==> config.mk <==
export PLATFORM = sky130hd
export DESIGN_NAME = mem_ctrl_flat
export DESIGN_NICKNAME = d
export VERILOG_FILES = /design/src/rtl/mem_ctrl_pkg.sv /design/src/rtl/mem_ctrl_if.sv /design/src/rtl/mem_ctrl_wdog.sv /design/src/rtl/mem_ctrl.sv /design/src/flat_wrapper.sv
export SDC_FILE = /design/constraint.sdc
export NUM_CORES = 2
export LEC_CHECK = 0
export CELL_PAD_IN_SITES_DETAIL_PLACEMENT = 1
export CELL_PAD_IN_SITES_GLOBAL_PLACEMENT = 2
export CORE_AREA = 5 5 497 499
export DETAILED_ROUTE_END_ITERATION = 10
export DIE_AREA = 0 0 502 504
export HOLD_SLACK_MARGIN = 0.02
export PLACE_DENSITY = 0.63
export SLEW_MARGIN = 20
export SYNTH_ARGS = -nofsm -noshare
export SYNTH_HDL_FRONTEND = slang
export SYNTH_SLANG_ARGS = --single-unit
==> constraint.sdc <==
create_clock -name clk -period 5.05 [get_ports clk]
set_input_delay 1.01 -clock clk [delete_from_list [all_inputs] [get_ports clk]]
set_output_delay 1.01 -clock clk [all_outputs]
set_load 0.01 [all_outputs]
==> images/registers.png <==
Bar = 200 um.
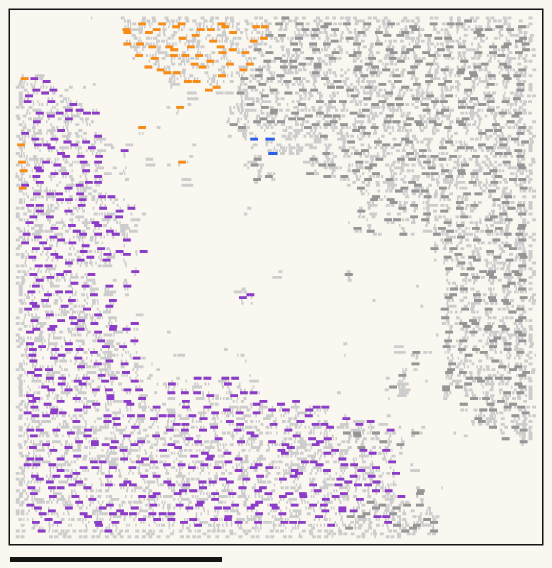
[`u_core.bus.host_addr`] orange | sequential cells: 58
[`u_core.bus.dbg_beat`] blue | sequential cells: 3
[`u_core.r_wr_buf`] purple | sequential cells: 512
Finished Core Util: 27.0%
Flop area: 21,800 um^2
seq pwr: 10.2 mW
Seq/total area: 33.3%

==> images/port_nets.png <==
Bar = 200 um.
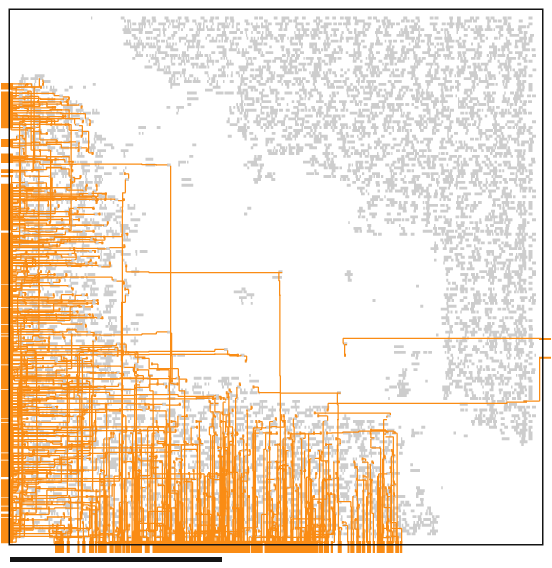
[`bus_wr_line`] orange | bits: 512 | direction: input | edge: 272 left, 238 bottom, 2 right | end cells: 512 | buffers: 512 | wire: 39.6 mm
# port buffers: 1,284
# IOs: 1,298

==> metrics.yaml <==
drt:
  drcViolationCount: 0
  via_per_inst: 4.22
  wirelength_um: 236000
  drt-initial-drc-count: 1944
  wl_per_cell_um: 25.4
floorplan:
  die_area_um2: 253000
  rows: 181
  core_um2: 242000
  fp-utilization_pct: 18.5
setup_path:
  crit_chain: "buf_4 -> mux4_2 -> a22o_1 -> clkdlybuf4s50_1"
  crit_path_end_kind: "primary output"
  start_kind: "flop"
  worst-setup-path-type: "flop to primary output"
  crit_required_ns: 4.04
logic_synthesis:
  synth.avg_cell_area_um2: 9.32
  netlist_area_um2: 44800
  top_cells_by_area: "dfxtp_1 (49%), nand2_1 (11%), mux2i_1 (10%), mux4_2 (6.4%), a21oi_1 (6.4%)"
  ys_dominant_reg_cell: "dfxtp_1"
  synth_cell_type_count: 44
  common_cells: "nand2_1 (1,335), dfxtp_1 (1,088), a21oi_1 (574)"
  syn_inst: 4810
  edf_count: 0
  top_area_share_pct: 48.6
  synthArstFlopShare_pct: 0
  yosysChipArea_um2: 44800
  synth_seq_share_pct: 48.6
clocking:
  cts.repair.resized: 0
  ctsHtreeMaxLevel: 4
  cts_buffer_depth: 3
  path_clk_slew_ns: 0.05
  post-cts-setup-buffer-count: 0
  cts_tree: "done"
global_routing:
  antenna_found_initial: 115
  track_usage_pct: 17.9
timing:
  hold_viol_final: 0
  period_used_pct: 89.8
  report.final.slew_viol_count: 0
hold_path:
  hold_class: "flop to flop"
cells_and_area:
  area_growth_pct: 46.0
run_status:
  status: "finished clean"
flow_run:
  cap_violations: 0
report_power, final:
group          switching, mW  internal [mW]  leakage (nW)  total, mW
combinational           3.41           2.38          13.0       5.78
clock                   4.32           5.86          2.24       10.2
sequential             0.631           9.55          8.84       10.2
per-layer routing:
layer  share of wire (%)  routed length [um]  up-vias  global-route usage (%)
li1                    -                   -    18300                       -
met1                  39               91800    19200                    20.1
met2                  49              115000     1128                    31.1
met3                 8.8               20800      352                    6.97
met4                 3.2                7530      100                    5.80
met5                0.29                 688        -                       0
layout by cell type (no fill, tap or decap), types with 3 or more instances in the layout:
master	netlist	final
buf_4	30	56
clkinv_2	0	15
clkbuf_1	193	48
nand3_4	0	4
clkbuf_8	0	21
mux2i_1	450	450
clkinv_8	0	3
dfxtp_1	1088	1086
clkbuf_16	0	141
nand2b_1	454	454
nand3_1	67	64
clkinv_16	0	8
diode_2	0	36
bufinv_16	0	6
ha_1	7	7
nand2_1	1335	1335
a22o_1	64	64
a21oi_1	574	574
nor2b_1	130	130
inv_1	3	3
mux2_2	65	65
clkdlybuf4s50_1	0	1282
conb_1	1	7
buf_12	0	27
inv_16	0	3
mux4_2	128	128
clkinvlp_4	0	3
nor2_1	6	6
per-stage QoR:
step	area [um^2]	cells	power, mW	util, %	setup WS (ns)
finish	65400	9266	26.1	27.0	0.513
global route	65400	9244	27.5	27.0	0.275
CTS	65400	9230	26.7	27.0	0.284
detailed placement	60700	8981	16.3	25.1	1.19
global placement	60700	8981	16.2	25.1	1.19
floorplan	44800	4816	13.7	-	2.14
worst max-delay path, delay by kind of cell (launching register included):
kind                   cells  cell delay [ns]
AND-OR/OR-AND              1             0.26
buffers and inverters      2             0.95
multiplexers               1             0.60
flip-flops                 1             0.85
logic make-up (layout without fill, tap and decap cells):
family,count (synthesis),after routing,synth area share [%]
multiplexers,643,643,18.1
adder cells (fa/ha/maj),7,7,0.195
AND-OR/OR-AND,649,649,7.85
AND/OR/NAND/NOR,2016,2016,20.6
other,1,43,0.00837
buffers and inverters,406,1618,4.60
flip-flops,1088,1088,48.6
area by class of cell:
cell class              instances  area [um^2]
flip-flops and latches       1088        21800
multi-input cells            3322        21100
repair buffers               1366        13800
diodes                         36         90.1
fillers                     27700       177000
clock buffers                 210         4000
clock inverters                39          633
inverters                       3         11.3
well taps                    3202         4010
Power and IR drop assume default switching activity.
